[src/rtl/div_pkg.sv]
// Shared definitions for the restoring divider: FSM encoding, default width
// and the saturated quotient returned on divide-by-zero / overflow.
package div_pkg;

    localparam int DEF_W = 32;

    typedef enum logic [1:0] {
        IDLE = 2'd0,
        BUSY = 2'd1,
        DONE = 2'd2
    } state_t;

    localparam logic [DEF_W-1:0] Q_SAT = '1;

endpackage

[src/rtl/div_step.sv]
// One radix-2 restoring iteration: shift the next dividend bit into the
// partial remainder and subtract the divisor when it fits.
module div_step #(
    parameter int W = 32
) (
    input  logic [W-1:0] r,
    input  logic         bit_in,
    input  logic [W-1:0] divisor,
    output logic [W-1:0] r_next,
    output logic         q_bit
);

    logic [W:0] t;

    always_comb begin
        // NOTE: every output gets a default first, so no path can infer a latch.
        t      = {r, bit_in};
        q_bit  = 1'b0;
        r_next = t[W-1:0];
        // The true difference is below the divisor, so the W-bit wrap is exact.
        if (t >= {1'b0, divisor}) begin
            q_bit  = 1'b1;
            r_next = t[W-1:0] - divisor;
        end
    end

endmodule

[src/rtl/simple_restoring_div_64by32.sv]
// Sequential 2W-by-W restoring divider with valid/ready on both sides;
// one operation in flight, W iteration cycles on the normal path.
module simple_restoring_div_64by32
    import div_pkg::*;
#(
    parameter int W = DEF_W
) (
    input  logic           clk,
    input  logic           rst,
    input  logic           in_valid,
    output logic           in_ready,
    input  logic [2*W-1:0] dividend,
    input  logic [W-1:0]   divisor,
    output logic           out_valid,
    input  logic           out_ready,
    output logic [W-1:0]   quotient,
    output logic [W-1:0]   remainder,
    output logic           div_zero,
    output logic           overflow
);

    localparam int CW = $clog2(W);

    state_t         state;
    // R < divisor between steps, so its MSB is always 0 and only W bits are kept.
    logic [W-1:0]   r;
    logic [W-1:0]   q;
    logic [W-1:0]   dvs;
    logic [CW-1:0]  count;
    logic           dz_pend;
    logic           ov_pend;
    logic [W-1:0]   r_next;
    logic           q_bit;

    div_step #(.W(W)) u_step (
        .r       (r),
        .bit_in  (q[W-1]),
        .divisor (dvs),
        .r_next  (r_next),
        .q_bit   (q_bit)
    );

    // NOTE: all state is updated with non-blocking assignments so every register
    // samples pre-edge values regardless of statement order.
    always_ff @(posedge clk) begin
        if (rst) begin
            state     <= IDLE;
            in_ready  <= 1'b1;
            out_valid <= 1'b0;
            quotient  <= '0;
            remainder <= '0;
            div_zero  <= 1'b0;
            overflow  <= 1'b0;
            count     <= '0;
            r         <= '0;
            q         <= '0;
            dvs       <= '0;
            dz_pend   <= 1'b0;
            ov_pend   <= 1'b0;
        end else begin
            case (state)
                IDLE: begin
                    if (in_valid && in_ready) begin
                        in_ready <= 1'b0;
                        dvs      <= divisor;
                        if (divisor == '0) begin
                            dz_pend <= 1'b1;
                            ov_pend <= 1'b0;
                            q       <= {W{Q_SAT[0]}};
                            r       <= dividend[W-1:0];
                            state   <= DONE;
                        end else if (dividend[2*W-1:W] >= divisor) begin
                            dz_pend <= 1'b0;
                            ov_pend <= 1'b1;
                            q       <= {W{Q_SAT[0]}};
                            r       <= '0;
                            state   <= DONE;
                        end else begin
                            dz_pend <= 1'b0;
                            ov_pend <= 1'b0;
                            r       <= dividend[2*W-1:W];
                            q       <= dividend[W-1:0];
                            count   <= CW'(W - 1);
                            state   <= BUSY;
                        end
                    end
                end
                BUSY: begin
                    r <= r_next;
                    q <= {q[W-2:0], q_bit};
                    if (count == '0) begin
                        state <= DONE;
                    end else begin
                        count <= count - CW'(1);
                    end
                end
                DONE: begin
                    // First DONE cycle publishes the result; afterwards wait for the consumer.
                    if (!out_valid) begin
                        out_valid <= 1'b1;
                        quotient  <= q;
                        remainder <= r;
                        div_zero  <= dz_pend;
                        overflow  <= ov_pend;
                    end else if (out_ready) begin
                        out_valid <= 1'b0;
                        in_ready  <= 1'b1;
                        state     <= IDLE;
                    end
                end
                default: begin
                    state    <= IDLE;
                    in_ready <= 1'b1;
                end
            endcase
        end
    end

endmodule

[config.mk]
export PLATFORM = sky130hd
export DESIGN_NAME = simple_restoring_div_64by32
export DESIGN_NICKNAME = d
export VERILOG_FILES = /design/src/rtl/div_pkg.sv /design/src/rtl/div_step.sv /design/src/rtl/simple_restoring_div_64by32.sv
export SDC_FILE = /design/constraint.sdc
export NUM_CORES = 1
export LEC_CHECK = 0
export CORE_UTILIZATION = 33
export CTS_BUF_LIST = sky130_fd_sc_hd__clkbuf_16
export DETAILED_ROUTE_END_ITERATION = 10
export PLACE_DENSITY_LB_ADDON = 0.15
export SETUP_SLACK_MARGIN = 0.3
export SYNTH_ARGS = -nofsm -noshare
export SYNTH_HDL_FRONTEND = slang
export SYNTH_SLANG_ARGS = --single-unit
[constraint.sdc]
create_clock -name clk -period 2.95 [get_ports clk]
set_clock_uncertainty 0.15 [all_clocks]
set_input_delay 0.7375 -clock clk [delete_from_list [all_inputs] [get_ports clk]]
set_output_delay 0.7375 -clock clk [all_outputs]
set_load 0.01 [all_outputs]
Signal wires on met1:
Scale bar: 50 um. Supply wires on this layer in grey.
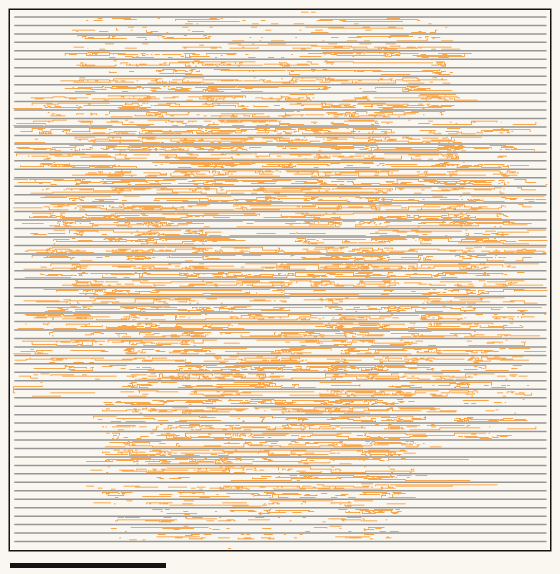
main direction: horizontal
wire length on this layer: 17800 um
nets with wire on the layer: 1609
longest straight run: 70.8 um

Met2 routing:
Scale bar: 50 um.
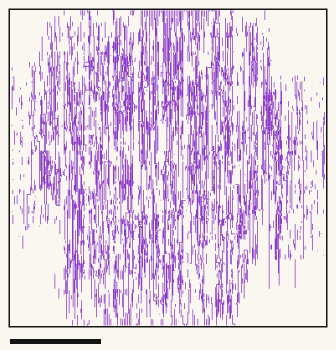
wire length on this layer: 17700 um
main direction: vertical
met2 Use GR: 39.5%
drt total wl: 39200 um
total number of vias: 10491

==> impl_metrics.json <==
{
  "synth_seq_share_pct": 35.6,
  "cp_top_family": "AND-OR/OR-AND gates",
  "wl_met2_um": 17700,
  "edf_count": 0,
  "clk_pin_slew_ps": 80,
  "fill_cells": 2831,
  "status": "finished with violations",
  "yosys_warnings": 0,
  "crit_slowest_cell": "or4_4",
  "fin_area_um2": 14600,
  "synthToLayoutAreaGrowth_pct": 50.6,
  "warnings": 30,
  "cts.sinks": 173,
  "die_area_um2": 30100,
  "final_cells": 1969,
  "cts.htree.levels": 4,
  "drive_above_1_share_pct": 24.1,
  "min_from": "remainder[31]$_SDFFE_PP0P_",
  "failed_checks": "negative setup slack",
  "p_per_area_nw_per_um2": 720,
  "crit_path_max_incr_delay_ps": 590,
  "setup_viol": 71,
  "core_um2": 28900,
  "ioPinCount": 168,
  "port_buffers": 167,
  "synthesis.area_um2": 9720,
  "p_leak_nw": 5.72,
  "path_class": "in2reg",
  "top_layer": "met4",
  "crit_path_frequent_cell": "buf_6",
  "endpoint_kind": "flip-flop",
  "cts.path.max_buffers": 2,
  "hold_viol_final": 0,
  "worstPathMaxFanout": 6,
  "syn_inst": 1277,
  "cts_buffers": 17,
  "met1_length_um": 17800,
  "path_buffers": 4,
  "fp_util_pct": 33.7,
  "place_inst": 1906,
  "min_delay_path_depth": 2,
  "r2r_start": "dvs[4]$_SDFFE_PP0P_",
  "synthArstFlopShare_pct": 0,
  "vdd_drop_max_mv": 0.428,
  "drt-initial-drc-count": 841,
  "cp_data_arrival_time_ps": 3400,
  "r2r_end": "r[30]$_SDFFE_PP0P_",
  "final_common_cell": "nand2_1",
  "clk_latency_ps": 440,
  "min_period_ps": 3220,
  "row_count": 62,
  "grt_usage_pct": 25.6,
  "drt-pass1-iter-count": 8,
  "wl_met3_um": 2160,
  "postRouteAntennaNets": 0,
  "synth-area-yosys_um2": 9720,
  "first_global_vias": 10094,
  "rsz0062_at_grt": "true",
  "ff2ff_path_depth": 12,
  "lay_top_cells": "nand2_1, dfxtp_1, buf_4",
  "antenna_found_initial": 1,
  "startpoint_type": "primary input",
  "required_ps": 3130,
  "dpl_cell_area_um2": 12900,
  "grt_max_degree": 67,
  "nets": 1738,
  "slew_violations": 0,
  "crit_start": "dividend[47]",
  "dp_hpwl_um": 28700,
  "flop_cell": "dfxtp_1",
  "fmax_ghz": 0.311,
  "dieWidth_um": 174,
  "cts_tree": "built",
  "fin_total_pwr_mw": 10.5,
  "finalCritPeriodShare_pct": 109,
  "worstPathCellList": "buf_2 > ha_4 > nand4_1 > or4_4 > o32a_1 > a21oi_4 > nor3_4 > buf_6 > buf_12 > buf_6 > a221o_1 > o2111ai_2 > o21ai_1",
  "fin_ws_ps": -267,
  "drt-wirelength-per-cell_um": 19.9,
  "grt_pass1_wl_um": 59200,
  "synth_flop_count": 173,
  "vias_per_cell": 5.33,
  "hold_path.class": "reg2reg",
  "cp.depth": 13,
  "grt_overflow": 0,
  "yosys_cells": 1277,
  "syn_area_per_cell_um2": 7.61,
  "gp_congestion": 0.903,
  "maxCapViolCount": 0,
  "rrSetupSlack_ps": -10,
  "drc_errors": 0,
  "maxSlewHeadroom_pct": 52.1,
  "tightestPinTransition_ps": 719,
  "cts_hold_buf": 0,
  "preCtsSetupSlack_ps": -1550,
  "holdPathEnd": "remainder[31]$_SDFFE_PP0P_"
}
Metal 3:
Cells faint in the background.
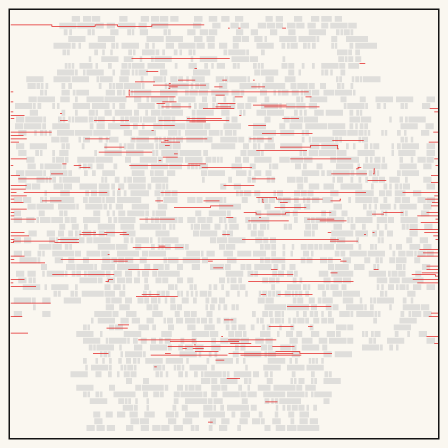
share of all routed wire: 5.5%
wire length on this layer: 2160 um
longest straight run: 113 um
main direction: horizontal

Met4 routing:
Scale bar: 50 um. Supply wires on this layer in grey.
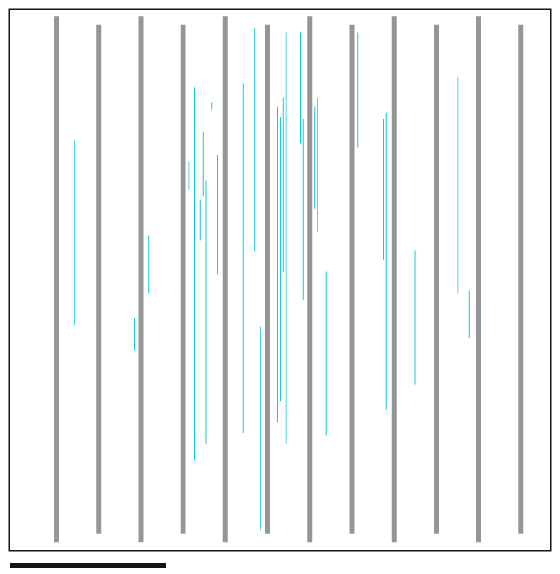
main direction: vertical
nets with wire on the layer: 27
share of all routed wire: 3.9%

## layout make-up
class / count / area [um2] / area share, %
clock buffers: 17 / 425 / 2.91
diodes: 1 / 2.50 / 0.0171
well taps: 384 / 480 / 3.28
inverters: 73 / 297 / 2.03
repair buffers: 358 / 3310 / 22.6
flip-flops and latches: 173 / 3460 / 23.7
multi-input cells: 948 / 6440 / 44.0
clock inverters: 15 / 205 / 1.40
## logic make-up after synthesis
| group | count (synthesis) | share of synthesized area, % |
|---|---|---|
| DFF | 173 | 35.6 |
| xor gates and xnor gates | 27 | 2.43 |
| adders and majority gates | 67 | 8.70 |
| AOI/OAI and AO/OA | 352 | 23.8 |
| buffers and inverters | 156 | 6.35 |
| muxes | 19 | 2.00 |
| and+or+nand+nor | 483 | 21.1 |
## registers in the layout, summed over array words and instances, names as in the netlist, 2 cells and up
name	count
q	32
r	32
count	5
quotient	32
state	2
dvs	32
remainder	32
## worst register-to-register path, cell delays in order (launching register included)
cell and delay [ps]:
dfxtp_1 330, inv_1 50, ha_1 350, a21o_1 200, a31oi_1 230, a211oi_2 120, buf_4 150, o21ai_1 210
a21oi_1 130, buf_4 160, a31oi_4 230, nand2_1 200, o221a_2 330
## layer usage
| metal | up-vias | track usage [%] |
|---|---|---|
| met4 | 0 | 11.5 |
| met1 | 4971 | 35.4 |
| li1 | 5118 | - |
| met3 | 64 | 3.60 |
| met5 | - | 0 |
| met2 | 338 | 39.5 |
## report_power, final
group | internal [mW] | switching [mW] | leakage, nW | total [mW]
registers | 2.62 | 0.239 | 1.41 | 2.86
clock network | 1.18 | 1.23 | 0.299 | 2.40
logic | 2.37 | 2.90 | 4.01 | 5.27
total | 6.17 | 4.36 | 5.72 | 10.5
## how the worst max path moves through the flow
stage                     slack [ps]               endpoint
after global routing            -320     r[27]$_SDFFE_PP0P_
after floorplan                 -130     r[16]$_SDFFE_PP0P_
after global placement         -1490  count[3]$_SDFFE_PP0P_
after CTS                       -230     q[16]$_SDFFE_PP0P_
after detailed placement       -1550  count[2]$_SDFFE_PP0P_
final                           -270     r[16]$_SDFFE_PP0P_
## timing repair
item,4_1_cts,5_1_grt
gates cloned,1,3
pin swaps,46,41
setup endpoints to repair,73,72
buffers inserted,17,9
gates resized,167,115
## synthesized netlist by cell type, drive strengths merged (17+ instances only)
| cell type | number | area share (%) |
|---|---|---|
| nand2 | 288 | 11 |
| dfxtp | 173 | 36 |
| a21oi | 154 | 8.0 |
| nor2 | 78 | 3.0 |
| inv | 73 | 2.8 |
| ha | 66 | 8.5 |
| clkbuf | 65 | 2.5 |
| nor3 | 44 | 2.4 |
| o21ai | 37 | 1.9 |
| nand3 | 22 | 1.1 |
| a311oi | 21 | 1.9 |
| a222oi | 19 | 2.0 |
| buf | 18 | 1.0 |
| xnor2 | 17 | 1.5 |
## stage by stage
step	setup TNS [ps]	utilization, %	hold slack, ps
3_5_place_dp	-90500	44.9	296
4_1_cts	-6560	48.6	308
6_report	-11510	50.7	306
2_1_floorplan	-1710	-	282
5_1_grt	-14730	50.7	325
3_3_place_gp	-87340	44.9	293
Power figures rest on the tool's default switching activity, not on a simulated workload.
